## config.mk

```make
export PLATFORM = sky130hd
export DESIGN_NAME = alu_issue_wb
export DESIGN_NICKNAME = d
export VERILOG_FILES = /design/src/rtl/alu_pkg.sv /design/src/rtl/alu_8bits.sv /design/src/rtl/alu_issue_wb.sv
export SDC_FILE = /design/constraint.sdc
export NUM_CORES = 1
export LEC_CHECK = 0
export ABC_AREA = 0
export CORE_MARGIN = 2
export CORE_UTILIZATION = 59
export DETAILED_ROUTE_END_ITERATION = 6
export PLACE_DENSITY_LB_ADDON = 0.25
export REMOVE_ABC_BUFFERS = 1
export SLEW_MARGIN = 0
export SYNTH_ARGS = -nofsm -noshare
export SYNTH_HDL_FRONTEND = slang
export SYNTH_SLANG_ARGS = --single-unit
```

## constraint.sdc

```tcl
create_clock -name clk -period 3.7 [get_ports clk]
set_clock_uncertainty 0.1 [all_clocks]
set_input_delay 0.74 -clock clk [delete_from_list [all_inputs] [get_ports clk]]
set_output_delay 0.74 -clock clk [all_outputs]
set_load 0.05 [all_outputs]
```

## src/rtl/alu_pkg.sv

```systemverilog
// rtl/alu_pkg.sv - shared ALU opcodes, flag indices and sequencer state encodings
// Purpose: constants and helpers shared by alu_8bits and alu_issue_wb.
// Contents: ALU_* opcode constants, FLAG_* bit positions within {ZF,SF,OF,CF},
//           ST_* sequencer states, is_nop() for the undefined opcode range.
package alu_pkg;

  localparam logic [3:0] ALU_ADD  = 4'b0000;
  localparam logic [3:0] ALU_SUB  = 4'b0001;
  localparam logic [3:0] ALU_AND  = 4'b0010;
  localparam logic [3:0] ALU_OR   = 4'b0011;
  localparam logic [3:0] ALU_NOT  = 4'b0100;
  localparam logic [3:0] ALU_XOR  = 4'b0101;
  localparam logic [3:0] ALU_SLL  = 4'b0110;
  localparam logic [3:0] ALU_SRL  = 4'b0111;
  localparam logic [3:0] ALU_SRA  = 4'b1000;
  localparam logic [3:0] ALU_SLT  = 4'b1001;
  localparam logic [3:0] ALU_SLTU = 4'b1010;

  // Bit positions inside the 4-bit {ZF,SF,OF,CF} flag vector.
  localparam int FLAG_ZF = 3;
  localparam int FLAG_SF = 2;
  localparam int FLAG_OF = 1;
  localparam int FLAG_CF = 0;

  localparam logic [1:0] ST_IDLE = 2'd0;
  localparam logic [1:0] ST_EXEC = 2'd1;
  localparam logic [1:0] ST_WB   = 2'd2;

  // Opcodes above SLTU are treated as no-operation.
  function automatic logic is_nop(input logic [3:0] op);
    return op > ALU_SLTU;
  endfunction

endpackage

```

## src/rtl/alu_8bits.sv

```systemverilog
// rtl/alu_8bits.sv - 8-bit combinational ALU with Z/S/O/C flags
// Purpose: computes alu_res from a, b and aluop; flags derived from the result.
// Ports:
//   a, b     in  8  operands (b[2:0] is the shift amount for shifts)
//   aluop    in  4  operation code (alu_pkg ALU_*); undefined codes give 0
//   alu_res  out 8  result
//   ZF/SF    out 1  result zero / result bit 7
//   OF       out 1  signed overflow (ADD/SUB only)
//   CF       out 1  carry out of ADD, borrow of SUB
module alu_8bits
  import alu_pkg::*;
(
  input  logic [7:0] a,
  input  logic [7:0] b,
  input  logic [3:0] aluop,
  output logic [7:0] alu_res,
  output logic       ZF,
  output logic       SF,
  output logic       OF,
  output logic       CF
);

  logic [8:0] sum9;

  always_comb begin
    sum9    = '0;
    alu_res = '0;
    OF      = 1'b0;
    CF      = 1'b0;
    case (aluop)
      ALU_ADD: begin
        sum9    = {1'b0, a} + {1'b0, b};
        alu_res = sum9[7:0];
        CF      = sum9[8];
        OF      = (a[7] == b[7]) && (alu_res[7] != a[7]);
      end
      ALU_SUB: begin
        // bit 8 of the 9-bit difference is the borrow
        sum9    = {1'b0, a} - {1'b0, b};
        alu_res = sum9[7:0];
        CF      = sum9[8];
        OF      = (a[7] != b[7]) && (alu_res[7] != a[7]);
      end
      ALU_AND:  alu_res = a & b;
      ALU_OR:   alu_res = a | b;
      ALU_NOT:  alu_res = ~a;
      ALU_XOR:  alu_res = a ^ b;
      ALU_SLL:  alu_res = a << b[2:0];
      ALU_SRL:  alu_res = a >> b[2:0];
      ALU_SRA:  alu_res = $signed(a) >>> b[2:0];
      ALU_SLT:  alu_res = {7'd0, $signed(a) < $signed(b)};
      ALU_SLTU: alu_res = {7'd0, a < b};
      default:  alu_res = '0;
    endcase
    ZF = (alu_res == 8'h00);
    SF = alu_res[7];
  end

endmodule

```

## src/rtl/alu_issue_wb.sv

```systemverilog
// rtl/alu_issue_wb.sv - issue/execute/writeback sequencer around alu_8bits
// Purpose: accepts one instruction per handshake, reads operands from an NREG x 8 register
//   file, executes on alu_8bits from registered operands, presents the registered result on
//   a valid/ready channel and writes it back to rd on the result handshake.
// Optional feature: ALU_ISSUE_PERF_EN adds parameter PERF_W and port perf_cnt (retired count).
// Ports:
//   clk, rst             clock, synchronous active-high reset
//   in_valid/in_ready    instruction handshake (ready only in IDLE)
//   in_op, in_rd, in_rs1, in_rs2, in_use_imm, in_imm   instruction fields
//   out_valid/out_ready  result handshake (valid only in WB)
//   out_res, out_flags   registered result and {ZF,SF,OF,CF}
//   dbg_addr, dbg_data   combinational register-file read port
//   perf_cnt             retired-instruction count (ALU_ISSUE_PERF_EN only)
module alu_issue_wb
  import alu_pkg::*;
#(
  parameter int NREG   = 4,
  parameter int REG_AW = 2
`ifdef ALU_ISSUE_PERF_EN
  ,
  parameter int PERF_W = 16
`endif
) (
  input  logic              clk,
  input  logic              rst,
  input  logic              in_valid,
  output logic              in_ready,
  input  logic [3:0]        in_op,
  input  logic [REG_AW-1:0] in_rd,
  input  logic [REG_AW-1:0] in_rs1,
  input  logic [REG_AW-1:0] in_rs2,
  input  logic              in_use_imm,
  input  logic [7:0]        in_imm,
  output logic              out_valid,
  input  logic              out_ready,
  output logic [7:0]        out_res,
  output logic [3:0]        out_flags,
  input  logic [REG_AW-1:0] dbg_addr,
  output logic [7:0]        dbg_data
`ifdef ALU_ISSUE_PERF_EN
  ,
  output logic [PERF_W-1:0] perf_cnt
`endif
);

  logic [1:0]        state_q, state_d;
  logic [3:0]        op_q, op_d;
  logic [REG_AW-1:0] rd_q, rd_d;
  logic [7:0]        opa_q, opa_d;
  logic [7:0]        opb_q, opb_d;
  logic [7:0]        out_res_q, out_res_d;
  logic [3:0]        out_flags_q, out_flags_d;
  logic [7:0]        rf_q [NREG];
  logic [7:0]        rf_d [NREG];
`ifdef ALU_ISSUE_PERF_EN
  logic [PERF_W-1:0] perf_q, perf_d;
`endif

  logic [7:0] alu_res;
  logic       alu_zf, alu_sf, alu_of, alu_cf;

  alu_8bits u_alu (
    .a      (opa_q),
    .b      (opb_q),
    .aluop  (op_q),
    .alu_res(alu_res),
    .ZF     (alu_zf),
    .SF     (alu_sf),
    .OF     (alu_of),
    .CF     (alu_cf)
  );

  always_comb begin
    state_d     = state_q;
    op_d        = op_q;
    rd_d        = rd_q;
    opa_d       = opa_q;
    opb_d       = opb_q;
    out_res_d   = out_res_q;
    out_flags_d = out_flags_q;
    rf_d        = rf_q;
`ifdef ALU_ISSUE_PERF_EN
    perf_d      = perf_q;
`endif
    case (state_q)
      ST_IDLE: begin
        if (in_valid) begin
          op_d    = in_op;
          rd_d    = in_rd;
          opa_d   = rf_q[in_rs1];
          opb_d   = in_use_imm ? in_imm : rf_q[in_rs2];
          state_d = ST_EXEC;
        end
      end
      ST_EXEC: begin
        if (is_nop(op_q)) begin
          // NOP leaves the previous flags visible
          out_res_d = 8'h00;
        end else begin
          out_res_d              = alu_res;
          out_flags_d[FLAG_ZF]   = alu_zf;
          out_flags_d[FLAG_SF]   = alu_sf;
          out_flags_d[FLAG_OF]   = alu_of;
          out_flags_d[FLAG_CF]   = alu_cf;
        end
        state_d = ST_WB;
      end
      ST_WB: begin
        if (out_ready) begin
          if (!is_nop(op_q)) begin
            rf_d[rd_q] = out_res_q;
          end
`ifdef ALU_ISSUE_PERF_EN
          perf_d = perf_q + 1'b1;
`endif
          state_d = ST_IDLE;
        end
      end
      default: state_d = ST_IDLE;
    endcase
  end

  always_ff @(posedge clk) begin
    if (rst) begin
      state_q     <= ST_IDLE;
      op_q        <= '0;
      rd_q        <= '0;
      opa_q       <= '0;
      opb_q       <= '0;
      out_res_q   <= '0;
      out_flags_q <= '0;
      for (int i = 0; i < NREG; i++) begin
        rf_q[i] <= '0;
      end
`ifdef ALU_ISSUE_PERF_EN
      perf_q      <= '0;
`endif
    end else begin
      state_q     <= state_d;
      op_q        <= op_d;
      rd_q        <= rd_d;
      opa_q       <= opa_d;
      opb_q       <= opb_d;
      out_res_q   <= out_res_d;
      out_flags_q <= out_flags_d;
      rf_q        <= rf_d;
`ifdef ALU_ISSUE_PERF_EN
      perf_q      <= perf_d;
`endif
    end
  end

  assign in_ready  = (state_q == ST_IDLE);
  assign out_valid = (state_q == ST_WB);
  assign out_res   = out_res_q;
  assign out_flags = out_flags_q;
  assign dbg_data  = rf_q[dbg_addr];
`ifdef ALU_ISSUE_PERF_EN
  assign perf_cnt  = perf_q;
`endif

endmodule

```

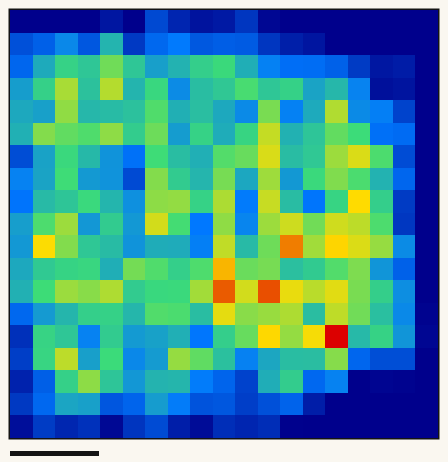
*Wiring heat map*
Scale bar: 20 µm. 19 x 19 tiles, from dark blue (low) to red (high), scaled to the fullest tile. Values are wire area over tile area, all layers added.
- nearly empty tiles: 14%
- densest ninth of the die: center
- emptiest ninth of the die: north-east
- tiles over half the peak: 25%
- mean over tiles: 0.23
- fullest tile: 0.67
wirelength, routed: 13,500 µm
Total Routing Usage GR: 30.7%

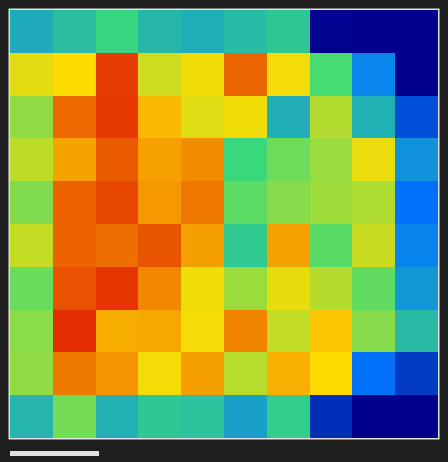
*Cell area per tile*
Scale bar: 20 µm. 10 x 10 tiles, from dark blue (low) to red (high), 0 to 100% covered.
- emptiest ninth of the die: north-east
- tiles over 75% full: 30%
- nearly empty tiles: 6.0%
- fullest tile: 95%
Core Util, Final: 68.7%
Initial Util: 61.2%
core area: 0.00826 mm²

==> impl_metrics.env <==
# flow metrics
export IMPL_instances_no_fill=683
export IMPL_yosys_area_share_simple_pct=17.8
export IMPL_dieWidth_um=96.5
export IMPL_buffers=60
export IMPL_ys_warn_count=0
export IMPL_comb_area_mm2=0.00335
export IMPL_fin_crit_sh_pct=84.8
export IMPL_aoi_share_pct=17.3
export IMPL_first_pass_iters=6
export IMPL_place_gp_congestion=0.957
export IMPL_drtIter0Drc=272
export IMPL_status="completed"
export IMPL_yosysMostFrequentCell="dfxtp_1"
export IMPL_critPathKind="flop to flop"
export IMPL_cp_depth=9
export IMPL_ctsRootBufferMaster="clkbuf_8"
export IMPL_viasPerCell=6.47
export IMPL_holdCritStartpoint="out_flags[2]"
export IMPL_grt_pass1_wl_um=21700
export IMPL_synthTopCellsByCount="dfxtp_1, nor2_1, nand2_1, mux2i_1, a21oi_1"
export IMPL_wl_met2_um=6800
export IMPL_rrSetupSlack_ns=0.56
export IMPL_endpoint="out_flags[3]"
export IMPL_cp_arrival_ns=3.31
export IMPL_grt_setup_unrepaired="no"
export IMPL_area_growth_pct=12.3
export IMPL_crit_path_start="opa_q[3]"
export IMPL_largest_class="combinational gates"
export IMPL_reg2regPathDepth=9
export IMPL_met3_wirelength_um=797
export IMPL_num_tap_cells=105
export IMPL_syn_cell_area_mm2=0.00505
export IMPL_postCtsSetupRepairBufs=0
export IMPL_warnings=42
export IMPL_io_pins=47
export IMPL_top_cells_by_area="dfxtp_1, mux4_2, mux2i_1"
export IMPL_min_to="out_flags[2]"
export IMPL_area_share_clock_buf_inv_pct=3.55
export IMPL_clockBufferDepth=2
export IMPL_synthXorXnorAreaFrac_pct=0.694
export IMPL_cts_buffers=9
export IMPL_ys_ff=68
export IMPL_comb_share_pct=59.1
export IMPL_logic_gate_count=412
export IMPL_antenna_found_initial=0
export IMPL_seq_cells=68
export IMPL_crit_chain="inv_1, ha_1, nor2b_1, o21ba_2, o31ai_1, o221ai_1, a21boi_1, nand3_1, o31ai_2"
export IMPL_syn_avg_cell_area_um2=9.27
export IMPL_ant_nets=0
export IMPL_edf_count=0
export IMPL_use_met1_pct=38.6
export IMPL_wl_met1_um=5590
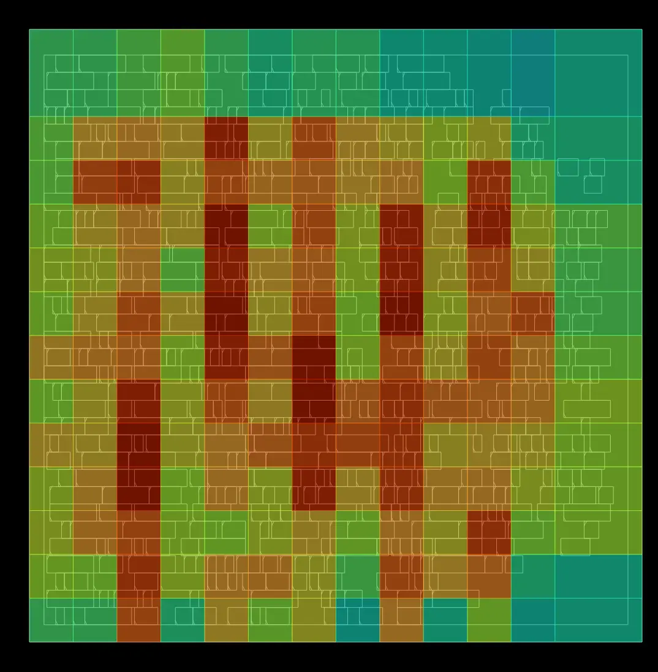
*Routing congestion map*
met3 Use GR: 5.35%
Avg WL per Cell: 19.8 µm
met2 Resource Use GR: 53.4%

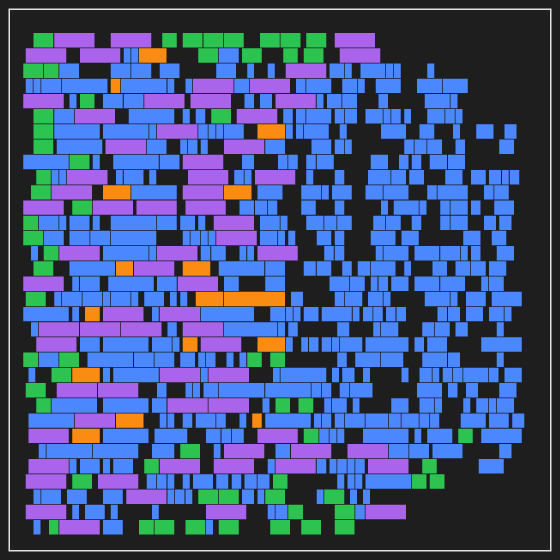
*Cells colored by class*
- green: other buffers and delay cells (cells 60)
- blue: all other logic (cells 434)
- orange: clock drivers and dummy loads (cells 16)
- purple: flip-flops (cells 68)

[power by group]
group          internal, mW  leakage [nW]  switching, mW
Clock                 0.328        0.0983          0.294
Sequential            0.754         0.552         0.0381
Combinational         0.161          1.48          0.242
Total                  1.24          2.13          0.574
[stage by stage]
step	total power [mW]	setup WS [ns]	cell area [µm²]	hold slack (ns)
2_1_floorplan	1.05	0.752	4800	0.389
3_3_place_gp	1.20	0.621	5470	0.349
3_5_place_dp	1.21	0.592	5470	0.366
4_1_cts	1.82	0.546	5670	0.379
5_1_grt	1.89	0.484	5670	0.391
6_report	1.82	0.562	5670	0.377
[sequential cells by signal (all words and copies together) (netlist names)]
| register | flops |
|---|---|
| out_flags | 4 |
| rd_q | 2 |
| rf_q | 32 |
| opa_q | 8 |
| opb_q | 8 |
| op_q | 4 |
| out_res | 8 |
| state_q | 2 |
No activity file was given, so power comes from the tool's default toggle rates.
